Design dff_mem_arbiter, sky130hd; sources not shown.
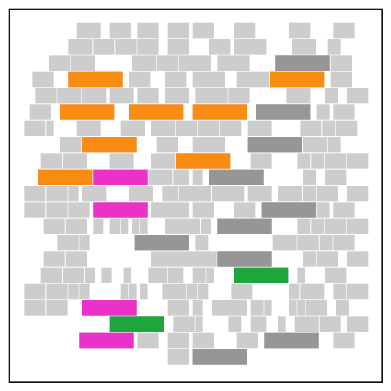
**Above:** run 1 (sequential cells grouped by signal name).
Scale: 6 px per um. Other sequential cells in the stronger gray, the rest of the logic in the fainter gray.
| color | netlist name | sequential cells |
|---|---|---|
| magenta | `r_addr` | 4 |
| green | `r_state` | 2 |
| orange | `r_wdata` | 8 |
not colored: 10
core occupancy in the finished layout: 0.6876
power of the sequential group: 289 uW
sequential portion of the cell area: 0.2659
total area of sequential cells: 600.6 um2

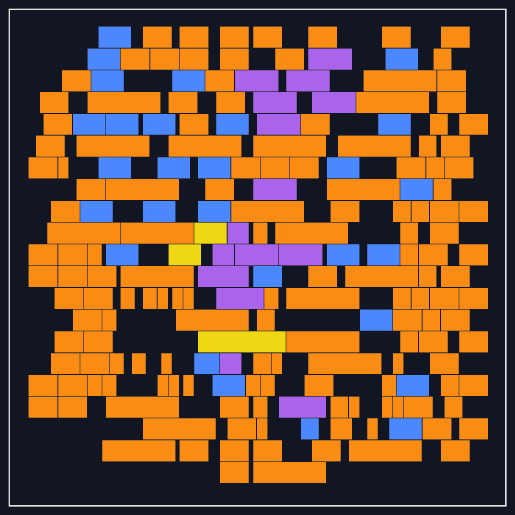
**Above:** run 1 (drive-strength map).
Scale: 8 px per um.
| color | size | cells | share | most used |
|---|---|---|---|---|
| purple | _3 and _4 cells | 15 | 7.6% | mux2_4 |
| orange | _0 and _1 cells | 151 | 77% | clkdlybuf4s50_1 |
| blue | _2 cells | 28 | 14% | mux2_2 |
| yellow | _6 and larger | 3 | 1.5% | buf_6 |
post-route setup slack: 1031 ps
buffer count excluding the clock tree in the final layout: 78

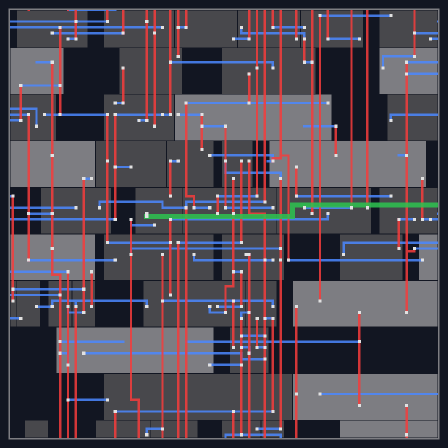
**Above:** run 1 (close-up of the layout).
Region (18, 18) to (43, 43) um. Cells in gray, sequential cells in the stronger gray; small squares are vias.
| color | layer |
|---|---|
| red | metal 2 |
| green | metal 3 |
| blue | metal 1 |
most frequent: dfrtp_1 (7), mux2_2 (6), clkdlybuf4s50_1 (6)
sequential cells in the window: 7
cells with their middle in the window: 36

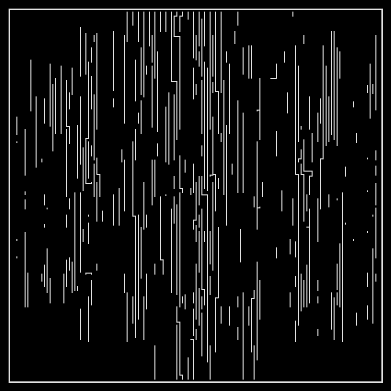
**Above:** run 1 (met2 routing).
Scale: 6 px per um.
share of all routed wire: 53%
longest straight run: 27.9 um
wire length reported by the detailed router: 3305 um
met2 global-route usage: 0.3353
overall via count from detail_route: 1155

==> run notes, run 1 <==
Entry: Yosys synthesis followed by OpenROAD place and route.

Run status:
- The flow ran to the end, and the final reports show no timing, DRC or antenna violations.

Worst hold path:
- The number of cells on the worst hold path is listed as 2.

Routing:
- The run puts the DRC violation total after the first TritonRoute iteration at 27.
- The run gives the top metal layer carrying routed signals as met4.
- The run puts the length of routed met2 wiring at 1764 um.

Synthesis:
- Of the total synthesized cell area, the portion taken by AND-OR and OR-AND cells is 0.07200.
- The run puts the total cells reported by yosys after synthesis at 119.
- Yosys reported a register bit count of 24.
- The synthesized design contains 0 enable-type register cells.
- For this run, the register share of the synthesized area comes to 0.4267.
- The synthesis run shows the most used standard cells to be sky130_fd_sc_hd__mux2_2, sky130_fd_sc_hd__dfrtp_1, sky130_fd_sc_hd__and2_1.

Finish:
- The run puts the antenna cell count at 0.
- The top cell types in the final layout, fill and taps aside, are sky130_fd_sc_hd__clkdlybuf4s50_1, sky130_fd_sc_hd__mux2_2, sky130_fd_sc_hd__dfrtp_1, sky130_fd_sc_hd__and2_1, sky130_fd_sc_hd__o21ai_0.
- The run gives the most frequent standard cell in the layout excluding fill and tap cells as sky130_fd_sc_hd__clkdlybuf4s50_1.

Floorplan:
- For this design the top-level I/O count stands at 75.

Power:
- The power report attributes to the sequential group a share of 0.367.
- The net switching power in the latest report is 218.4 uW.

Clock tree:
- The run puts the maximum clock path buffer count at 2.

Setup path:
- The run gives the cell family contributing the most delay on the critical path as buffers and inverters.
- For reference, the critical path cell chain is clkdlybuf4s50_1, nand2b_1, a21bo_2, a21oi_4, buf_6, mux2_2, clkdlybuf4s50_1.
- The run gives the count of cell instances traversed by the critical path as 7.

Global routing:
- The run puts the wire length of the first global-routing pass at 4968 um.

Timing:
- The run puts the worst-margin pin slew at 881.4 ps.
**Run 1: routing congestion**

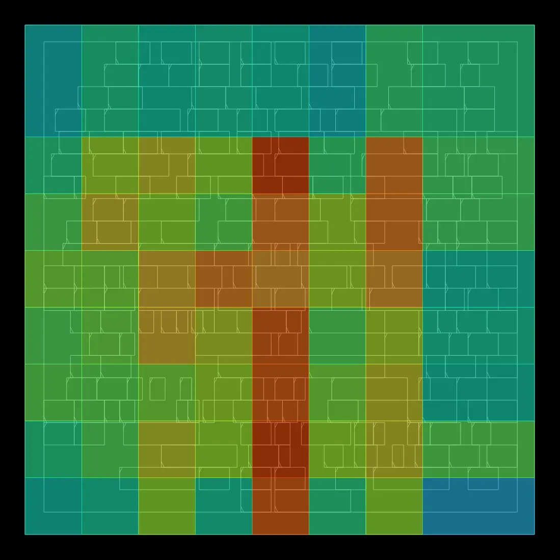

## Run 2: what changed since run 1
--- a/config.mk
+++ b/config.mk
@@ -6,11 +6,11 @@
 export NUM_CORES = 1
 export LEC_CHECK = 0
 export CORE_MARGIN = 2
-export CORE_UTILIZATION = 42
+export CORE_UTILIZATION = 39
 export CTS_CLUSTER_DIAMETER = 150
 export DETAILED_ROUTE_END_ITERATION = 7
 export GPL_TIMING_DRIVEN = 0
-export PLACE_DENSITY = 0.83
+export PLACE_DENSITY = 0.78
 export SYNTH_ARGS = -nofsm -noshare
 export SYNTH_HDL_FRONTEND = slang
 export SYNTH_SLANG_ARGS = --single-unit
==> constraint.sdc (replaced) <==
create_clock -name clk -period 4.4 [get_ports clk]
set_clock_uncertainty 0.15 [all_clocks]
set_input_delay 0.88 -clock clk [delete_from_list [all_inputs] [get_ports clk]]
set_output_delay 0.88 -clock clk [all_outputs]
set_load 0.005 [all_outputs]
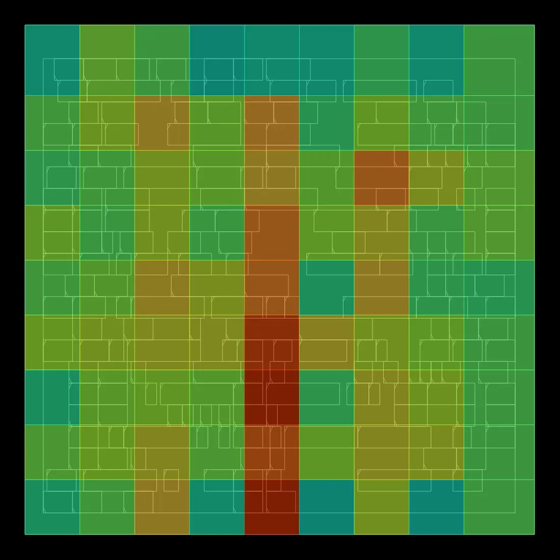
**Above:** run 2 (routing congestion).
Global Route met3 Usage: 0.03697
M1 GR Usage: 0.1834
wire per inst: 13.16 um

==> run 2 against run 1 <==
Against the previous run: worst hold slack lost 7.4 ps; synthesized cell count stayed put; sequential power up 32%; wire length decreased by 3.6%; global-route usage shrank 1.5 points; largest power group unchanged.
==> run notes, run 2 <==
Entry: Yosys synthesis followed by OpenROAD place and route.

Finish:
- The fraction of area in registers was 0.2695 (was 0.2659).
- The final core utilization was 0.6574 (was 0.6876).
- The run puts the share of post-route cells with drive strength above 1 at 0.2296 (was 0.2335).
- The antenna cell count is 0 (unchanged).
- Top library cells by usage in the layout, fill and taps aside: sky130_fd_sc_hd__clkdlybuf4s50_1, sky130_fd_sc_hd__mux2_2, sky130_fd_sc_hd__dfrtp_1, sky130_fd_sc_hd__and2_1, sky130_fd_sc_hd__o21ai_0 (unchanged).
- The run gives the flip-flop and latch area as 600.6 um2 (unchanged).
- The run gives the most frequent standard cell in the layout excluding fill and tap cells as sky130_fd_sc_hd__clkdlybuf4s50_1 (unchanged).
- The run gives the final design area excluding fillers as 2228 um2 (was 2258 um2).
- The run gives the number of buffers outside the clock class in the layout as 78 (unchanged).

Clock tree:
- The run gives the maximum clock path buffer count as 2 (unchanged).

Synthesis:
- The run gives the count of mapped cells out of synthesis as 119 (unchanged).
- Most instantiated cells after synthesis: sky130_fd_sc_hd__mux2_2, sky130_fd_sc_hd__dfrtp_1, sky130_fd_sc_hd__and2_1 (unchanged).
- The run puts the post-synthesis mux area share at 0.3244 (unchanged).
- The run gives the count of library flops with an enable pin as 0 (unchanged).
- The area fraction in compound gates after synthesis is 0.07200 (unchanged).
- The run puts the total cells reported by yosys after synthesis at 119 (unchanged).
- The run gives the total of flip-flops plus latches after synthesis as 24 (unchanged).
- The run puts the post-synthesis sequential area ratio at 0.4267 (unchanged).

Power:
- The run gives the switching power summed over all nets as 280.9 uW (was 218.4 uW).
- The run gives the power dissipated in sequential cells as 381 uW (was 289 uW).
- The run puts the sequential share of power at 0.393 (was 0.367).

Setup path:
- Cell Chain, Critical Path: clkdlybuf4s50_1, nand2b_1, a21bo_2, a21oi_4, buf_6, mux2_2, clkdlybuf4s50_1 (unchanged).
- The run gives the critical path start-end classification as input pin to output port (unchanged).
- The run gives the cell family contributing the most delay on the critical path as buffers and inverters (unchanged).
- The run gives the arrival time reported for the critical path endpoint as 3190 ps (was 3460 ps).
- The count of cell instances traversed by the critical path was 7 (unchanged).

Global routing:
- The wire length of the first global-routing pass came to 5230 um (was 4968 um).
- The run gives the met2 layer usage reported by global route as 0.2982 (was 0.3353).

Worst hold path:
- The cell depth of the worst min-delay path is 2 (unchanged).

Routing:
- The run gives the number of vias per cell as 4.818 (was 4.753).
- The total via count after detailed routing is 1166 (was 1155).
- The length of routed met2 wiring was 1541 um (was 1764 um).
- The final routed wirelength across all metal layers came to 3185 um (was 3305 um).

Timing:
- The worst-margin pin slew is 893.0 ps (was 881.4 ps).
- The run gives the minimum setup slack in the final design as 180.8 ps (was 1031 ps).

Run status:
- Result of the run: complete, no violations (unchanged).

Floorplan:
- The run gives the number of placed I/O pins as 75 (unchanged).

Place:
- The run puts the final weighted congestion in routability-driven placement at 0.7936 (was 0.8094).
No activity file was given, so power comes from the tool's default toggle rates.
